==> run_1/gates.png <==
Scale bar: 10 um.
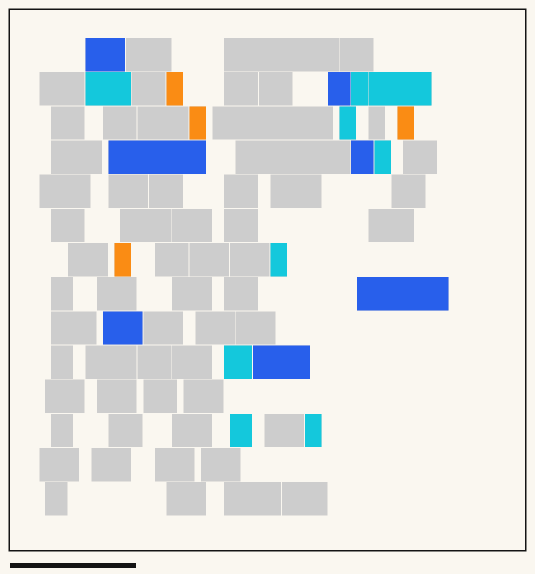
==> run_1/pinout.png <==
Pins as bars across the die edge, other pins in grey.
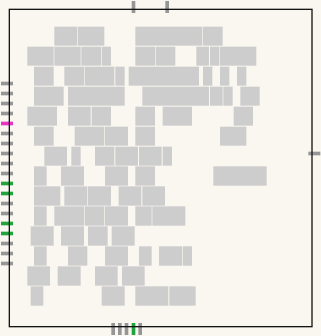
==> run_1/clock_nets.png <==
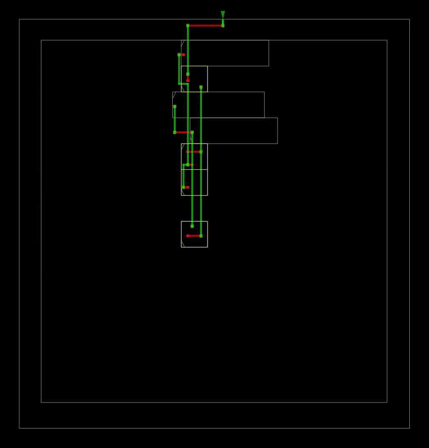
### src/rtl/hazard_ctrl.sv
// Hazard controller for the 5-stage MIPS core: load-use stall, taken-branch flush
// and multi-cycle mult/div hold of EX. Optional macro HAZARD_STATS_EN adds StallCycles.
module hazard_ctrl #(
  parameter int MD_LATENCY = 4
) (
  input  logic        clk,
  input  logic        reset,
  input  logic [4:0]  IdRs,
  input  logic [4:0]  IdRt,
  input  logic        IdUsesRt,
  input  logic [4:0]  ExRt,
  input  logic        ExMemtoReg,
  input  logic        ExMdStart,
  input  logic        BranchTaken,
  output logic        PcWrite,
  output logic        IfIdWrite,
  output logic        IfIdFlush,
  output logic        IdExClear,
  output logic        ExHold,
`ifdef HAZARD_STATS_EN
  output logic        ExMemBubble,
  output logic [31:0] StallCycles
`else
  output logic        ExMemBubble
`endif
);

  localparam int CW = $clog2(MD_LATENCY);
  localparam logic [CW-1:0] CNT_LOAD = CW'(MD_LATENCY - 2);
  localparam logic [CW-1:0] CNT_ONE  = CW'(1);
  localparam logic [CW-1:0] CNT_ZERO = CW'(0);

  typedef enum logic [1:0] {
    IDLE    = 2'b00,
    MD_BUSY = 2'b01
  } state_t;

  state_t        state, stateNext;
  logic [CW-1:0] cnt, cntNext;
  logic          hold;
  logic          loadUse;

  // State and countdown register
  always_ff @(posedge clk or posedge reset) begin
    if (reset) begin
      state <= IDLE;
      cnt   <= CNT_ZERO;
    end else begin
      state <= stateNext;
      cnt   <= cntNext;
    end
  end

  // Next state, hold condition and Mealy hazard controls
  always_comb begin
    stateNext   = state;
    cntNext     = cnt;
    hold        = 1'b0;
    PcWrite     = 1'b1;
    IfIdWrite   = 1'b1;
    IfIdFlush   = 1'b0;
    IdExClear   = 1'b0;
    ExHold      = 1'b0;
    ExMemBubble = 1'b0;

    case (state)
      IDLE: begin
        if (ExMdStart) begin
          hold      = 1'b1;
          stateNext = MD_BUSY;
          cntNext   = CNT_LOAD;
        end else begin
          stateNext = IDLE;
        end
      end
      MD_BUSY: begin
        // cnt==0 is the release cycle: the pipeline advances and ExMdStart is ignored
        if (cnt != CNT_ZERO) begin
          hold    = 1'b1;
          cntNext = cnt - CNT_ONE;
        end else begin
          stateNext = IDLE;
          cntNext   = CNT_ZERO;
        end
      end
      default: begin
        stateNext = IDLE;
        cntNext   = CNT_ZERO;
      end
    endcase

    loadUse = ExMemtoReg && (ExRt != 5'd0) &&
              ((ExRt == IdRs) || (IdUsesRt && (ExRt == IdRt)));

    if (reset) begin
      PcWrite   = 1'b1;
      IfIdWrite = 1'b1;
    end else if (hold) begin
      PcWrite     = 1'b0;
      IfIdWrite   = 1'b0;
      ExHold      = 1'b1;
      ExMemBubble = 1'b1;
    end else if (loadUse) begin
      PcWrite   = 1'b0;
      IfIdWrite = 1'b0;
      IdExClear = 1'b1;
    end else if (BranchTaken) begin
      IfIdFlush = 1'b1;
    end else begin
      PcWrite   = 1'b1;
      IfIdWrite = 1'b1;
    end
  end

`ifdef HAZARD_STATS_EN
  // Saturating count of edges on which the PC was stalled
  always_ff @(posedge clk or posedge reset) begin
    if (reset) begin
      StallCycles <= 32'd0;
    end else if (!PcWrite && (StallCycles != 32'hFFFF_FFFF)) begin
      StallCycles <= StallCycles + 32'd1;
    end else begin
      StallCycles <= StallCycles;
    end
  end
`endif

endmodule

### config.mk
export PLATFORM = sky130hd
export DESIGN_NAME = hazard_ctrl
export DESIGN_NICKNAME = d
export VERILOG_FILES = /design/src/rtl/hazard_ctrl.sv
export SDC_FILE = /design/constraint.sdc
export NUM_CORES = 1
export LEC_CHECK = 0
export CAP_MARGIN = 20
export CORE_AREA = 2 2 39 41
export CTS_BUF_LIST = sky130_fd_sc_hd__clkbuf_4 sky130_fd_sc_hd__clkbuf_8 sky130_fd_sc_hd__clkbuf_16
export CTS_CLUSTER_DIAMETER = 150
export DETAILED_ROUTE_END_ITERATION = 16
export DIE_AREA = 0 0 41 43
export REMOVE_ABC_BUFFERS = 1
export SLEW_MARGIN = 10
export SYNTH_ARGS = -nofsm -noshare
export SYNTH_HDL_FRONTEND = slang
export SYNTH_SLANG_ARGS = --single-unit
export TNS_END_PERCENT = 50
### constraint.sdc
create_clock -name clk -period 1.6 [get_ports clk]
set_clock_uncertainty 0.1 [all_clocks]
set_input_delay 0.16 -clock clk [delete_from_list [all_inputs] [get_ports clk]]
set_output_delay 0.16 -clock clk [all_outputs]
set_load 0.02 [all_outputs]
==> summary.txt, run 1 <==
Notes on the physical implementation.

- The flow ran to the end, and the final reports show no timing, DRC or antenna violations.
- The violation tally recorded at the end of detailed-routing iteration 0 is 1.
- The nature of the critical path endpoint is an output pin, for reference.
- The critical path startpoint is cnt[0], for reference.
- The total half-perimeter wirelength after legalization and detailed placement is around 680 um, for reference.
- The clock share of power is between 10% and 20%, for reference.
- Hold-check failures listed in the final report amount to 0.
- The die is between 40 and 50 um wide.
- The total power of the final layout is ~800 uW, for reference.
- Per STA, the library cell used most along the worst path is sky130_fd_sc_hd__buf_6.
- After detailed routing, the number of vias per cell comes to approximately 4.3.
- The register share of total power is slightly above 20%, for reference.
- Once the clock tree was built, the resizer swapped a little under 60 gates to a different size.
- The critical register-to-register path startpoint is cnt[0], for reference.
- The type of origin of the critical path is a register, for reference.
- The final critical path takes up ~100% of the cycle.
- The synthesized netlist occupies a cell area of roughly 300 um^2.
- After synthesis, the design contains 39 cells according to Yosys.
- The worst max-slew margin expressed relative to the limit is around nine tenths, for reference.
- The synthesis-to-layout area growth is 140%, for reference.
- The congestion estimate from routability-driven global placement came to 0.640.
- The warning tally printed by Yosys for this design is 0.
- The smallest clock period supported by the final layout is computed as between 1.5 and 2 ns.
- The post-CTS clock slew at the launch and capture registers of the worst setup and hold paths is approximately 0.040 ns, for reference.
- Counting only logic cells after layout, the most numerous master is sky130_fd_sc_hd__buf_4.
- Combinational cells account for roughly 61% of the total power.
- The cell type with the largest total area after synthesis is sky130_fd_sc_hd__xnor2_1, for reference.
- The first global-routing pass estimated 1.56 mm of wire.
- The fmax is 0.627 GHz, for reference.
- For this run, asynchronously set or reset flops after synthesis account for 100%.
- The share of cells above drive strength 1 is between 40% and 50%, for reference.
- Looking at the clock tree report, the root buffer type is sky130_fd_sc_hd__clkbuf_4.
- The aggregate global-route resource usage is 12.7%, for reference.
- The area of the die is roughly 0.0018 mm^2, for reference.
- Per the post-route antenna check, the number of violating nets is 0.
- In this run the VDD rail shows a maximum IR drop of 0.768 mV.
About gates.png:
legend:
  aoi and oai cells:
    colour: blue
    cells: 7
    most_used: o21ai_0
  nand cells:
    colour: cyan
    cells: 9
    most_used: nand2_1
  inv cells:
    colour: orange
    cells: 4
    most_used: inv_1

About pinout.png:
legend:
  `IdRt`:
    colour: green
    pins: 5
    direction: input
    edge: 4 left, 1 bottom
  `IdExClear`:
    colour: magenta
    pins: 1
    direction: output
    edge: left

About clock_nets.png:
Flops: 3
count of clock buffers in the final design: 4
clock latency on the worst-skew pair: 0.23 ns

[run 1: state kept, by name, summed over array words and instances (netlist names)]
name   count
cnt        2
state      1
[run 1: per-stage QoR]
step / cells / util (%) / setup WS, ns
finish: 94 / 51.4 / 0.00551
global route: 94 / 51.4 / -0.0735
CTS: 93 / 47.1 / -0.0320
detailed placement: 88 / 45.5 / -0.790
global placement: 88 / 45.5 / -0.792
floorplan: 37 / - / -0.346
[run 1: worst min-delay path, cell delays in order]
cell	delay (ns)
sky130_fd_sc_hd__clkdlybuf4s50_1	0.46
sky130_fd_sc_hd__inv_1	0.18
sky130_fd_sc_hd__buf_4	0.16
[run 1: final cells by class]
cell class                      instances  area (um^2)  share of cell area (%)
Timing Repair Buffer                   37          313                    43.9
Tap cell                               16         20.0                    2.81
Inverter                                4         15.0                    2.11
Clock buffer                            4         30.0                    4.22
Multi-Input combinational cell         30          258                    36.2
Sequential cell                         3         76.3                    10.7
[run 1: cells by family after synthesis]
kind of cell / after synthesis / share of synthesized area, %
flops: 3 / 25.3
simple gates: 13 / 21.9
compound gates: 7 / 13.1
xor+xnor: 10 / 29.5
buf+inv: 6 / 10.1
[run 1: power by group through the flow]
stage	Sequential [mW]	Clock (mW)	Combinational (mW)
2_1_floorplan	0.135	0	0.163
3_3_place_gp	0.138	0	0.369
3_5_place_dp	0.140	0	0.368
4_1_cts	0.153	0.154	0.391
5_1_grt	0.170	0.159	0.520
6_report	0.162	0.148	0.480
[run 1: worst paths after layout]
path | end | slack [ns] | cells past startpoint
worst max-delay path | PcWrite | 0.006 | 6
worst min-delay path | cnt[0] | 0.30 | 3
worst max register to register | state[0] | 0.60 | 4
worst min register to register | cnt[1] | 0.47 | 2
max in group asynchronous | state[0] | 0.99 | 3
min in group clk | cnt[1] | 0.47 | 2
==> run 2, diff against run 1 <==
--- a/config.mk
+++ b/config.mk
@@ -12,7 +12,6 @@
 export DETAILED_ROUTE_END_ITERATION = 16
 export DIE_AREA = 0 0 41 43
 export REMOVE_ABC_BUFFERS = 1
-export SLEW_MARGIN = 10
 export SYNTH_ARGS = -nofsm -noshare
 export SYNTH_HDL_FRONTEND = slang
 export SYNTH_SLANG_ARGS = --single-unit
==> run_2/pinout.png <==
Pins as bars across the die edge, other pins in grey.
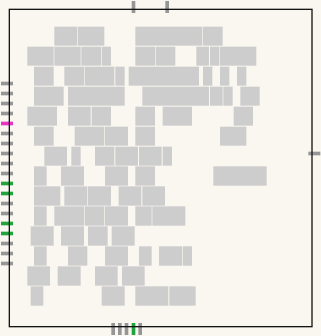
legend:
  `IdExClear`:
    colour: magenta
    pins: 1
    direction: output
    edge: left
  `IdRt`:
    colour: green
    pins: 5
    direction: input
    edge: 4 left, 1 bottom
all pins by edge: 19 left, 5 bottom, 2 top, 1 right

==> run_2/layers.png <==
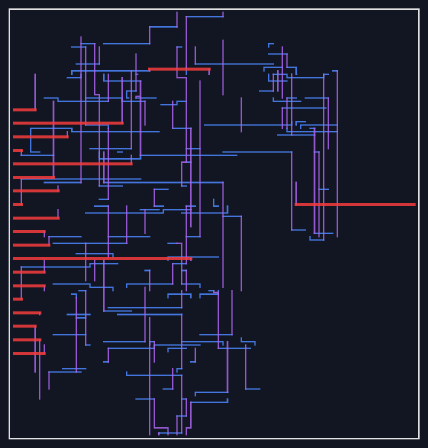
legend:
  M1:
    colour: blue
    wire_length: 368 um
  M3:
    colour: red
    wire_length: 103 um
  M2:
    colour: purple
    wire_length: 408 um

==> run 2 against run 1 <==
Against the previous run:
- sequential cell count stayed put
- global-route usage unchanged
- clock-buffer cell count unchanged
- critical path type unchanged
- largest power group unchanged
==> summary.txt, run 2 <==
Notes on the physical implementation.

- Per the final report, max-transition violations number 0.
- Once detail routing completed, the nets flagged for antenna violations numbered 0.
- According to the I/O placement log, the pin count is 27.
- The depth of the worst register-to-register path is 4, for reference.
- The count of final hold-check violations is 0, for reference.
- At the later pin of the worst-skew pair, clock insertion delay measures 0.23 ns.
- Per the layout report, the design carries 4 non-clock inverters.
- The largest part of the power goes to combinational cells.
- The Yosys warning count is 0, for reference.
- The non-clock buffer count in the final layout is 37, for reference.
- Total power for the finished layout comes to 790 uW.
- Summed over the clock group, the power is roughly 150 uW.
- Cells with a size suffix above 1 make up between 40 and 50% of the layout.
- The final weighted congestion in routability-driven placement is approximately 0.64, for reference.
- In this run the horizontal extent of the chip is 41 um.
- The type of origin of the critical path is a register, for reference.
- The footprint of the multi-input gates is ~260 um^2, for reference.
- The post-synthesis share of cell area spent on and-or and or-and gates is around an eighth, for reference.
- The clock buffer instance count of the final layout is 4, for reference.
- The XOR/XNOR share of the synthesized area is roughly 30%, for reference.
- After detailed routing, the number of vias per cell comes to ~4.3.
- The TritonCTS clock tree is yes, for reference.
- The wire length of the first global-routing pass is ~1.6 mm, for reference.
- The synthesis-to-layout area growth is 140%, for reference.
- The most flop-heavy register is cnt, for reference.
- The multi-input gate share of the layout cell area is 36.2%, for reference.
- The endpoint identified for the worst register-to-register timing path is state[0].
- After synthesis the cells add up to between 200 and 300 um^2.
- In the post-synthesis netlist, the cell with the most instances is sky130_fd_sc_hd__xnor2_1.
- The register with the most flip-flops in the layout has 2 of them.
- The buffer share of cell area is between 40% and 50%, for reference.
- The total wire length is around 880 um, for reference.
- Yosys shows that the main logic family after synthesis is XOR/XNOR gates.
- The share of the final layout cell area in sequential cells is between 10% and 20%, for reference.
- The internal portion of total power is about 490 uW, for reference.
- The total half-perimeter wirelength after legalization and detailed placement is 684 um, for reference.
- The number of multi-input combinational cells is 30, for reference.
- The net switching power is just under 300 uW, for reference.
- OpenROAD reports that the post-layout worst path occupies 99.7% of the period.
- The register share of total power is between 20% and 30%, for reference.
- The power report attributes to the combinational group a share of roughly three fifths.
- The aggregate global-route resource usage is 12.7%, for reference.
- The root buffer cell chosen for the clock tree is sky130_fd_sc_hd__clkbuf_4.
- Counting the buffers created by CTS gives 3.
- The register cell area after layout is ~76 um^2, for reference.
- The number of antenna violations at the first check in global routing is 0.
- In the CTS report, the clock slew at the register clock pins of the worst setup and hold paths is listed as approximately 0.040 ns.
- Looking at the power breakdown, the clock network takes between 10% and 20% of the total.
- The maximum vdd drop is 0.768 mV, for reference.
- The nature of the critical path endpoint is an output pin, for reference.
- For flop-to-flop paths, the worst setup slack is around 0.60 ns.
- The area share of and/or/nand/nor cells after synthesis is between 20 and 25%, for reference.
- The most frequently placed logic cell in the final layout is sky130_fd_sc_hd__buf_4, for reference.
- Per the OpenROAD floorplan log, the area of the die is roughly 0.0018 mm^2.
- The most area-hungry cell class in the final design is non-clock buffers, for reference.
- The combinational gate power is approximately 480 uW, for reference.
- Derived from the worst setup path, the maximum achievable clock frequency is roughly 0.63 GHz.
- The violation count after the first detailed-route iteration is 1, for reference.
- The number of cells in Yosys stat is 39, for reference.
- The flow ran to the end, and the final reports show no timing, DRC or antenna violations.
- There are 3 flip-flops and latches.
- Of all flip-flops after synthesis, the portion carrying an async set or reset was 100%.
- The number of fill cells is 137, for reference.
- The startpoint identified for the worst register-to-register timing path is cnt[0].
- OpenSTA lists the critical path startpoint as cnt[0].
- The area fraction in mux cells is 0%, for reference.
- The adder-cell share of the synthesized area is 0%, for reference.
- The worst max-slew margin expressed relative to the limit is 88.2%, for reference.
- The power attributed to sequential cells is about 160 uW, for reference.
- The maximum root-to-sink buffer count is 2, for reference.
- Measured on the final layout, the clock distribution area share stands at under 10%.
- The largest registers in the layout are cnt: 2 flops, state: 1 flops.
- The mean cell area of the mapped netlist is around 7.6 um^2, for reference.
- The design received a total of 16 well taps at floorplan.
- The routed design could run at a clock period as short as roughly 1.6 ns.
- The cell type with the largest total area after synthesis is sky130_fd_sc_hd__xnor2_1, for reference.
[run 2: worst max path at each step]
stage               cells past startpoint         to  slack, ns
floorplan                               4  IfIdWrite      -0.35
global placement                        6    PcWrite      -0.79
detailed placement                      6    PcWrite      -0.79
CTS                                     7    PcWrite      -0.03
global route                            6  IfIdFlush      -0.07
finish                                  6    PcWrite      0.006
[run 2: through the flow]
stage	setup slack, ns	utilization, %	setup TNS, ns	hold WS (ns)	cells
2_1_floorplan	-0.346	-	-0.693	-0.165	37
3_3_place_gp	-0.792	45.5	-3.80	0.379	88
3_5_place_dp	-0.790	45.5	-3.70	0.384	88
4_1_cts	-0.0320	47.1	-0.0660	0.219	93
5_1_grt	-0.0735	51.4	-0.334	0.340	94
6_report	0.00551	51.4	0	0.305	94
[run 2: routing by layer]
metal  track usage (%)  vias to the layer above  wire [um]
met5                 0                        -          0
met2              18.8                       22        408
met3              3.66                        0        102
met1              16.2                      171        367
met4              6.00                        0          0
li1                  -                      207          -
[run 2: critical path, cell delays in order (launching register included)]
cell	delay, ns
sky130_fd_sc_hd__dfrtp_1	0.37
sky130_fd_sc_hd__nand2b_4	0.15
sky130_fd_sc_hd__o22ai_4	0.10
sky130_fd_sc_hd__buf_6	0.14
sky130_fd_sc_hd__nor2_4	0.04
sky130_fd_sc_hd__a31oi_4	0.17
sky130_fd_sc_hd__buf_6	0.14
[run 2: what timing repair did]
action | in CTS | in global routing
cloned | 0 | 0
buffers inserted | 1 | 1
endpoints found under the setup margin | 6 | 6
pin swaps | 16 | 3
gates resized | 59 | 16
[run 2: cell families (layout without fill, tap and decap cells)]
group,after synthesis,count (layout)
xor gates and xnor gates,10,10
and+or+nand+nor,13,13
DFF,3,3
AOI/OAI and AO/OA,7,7
buffers and inverters,6,45
Power is estimated from default activity; no workload was simulated.
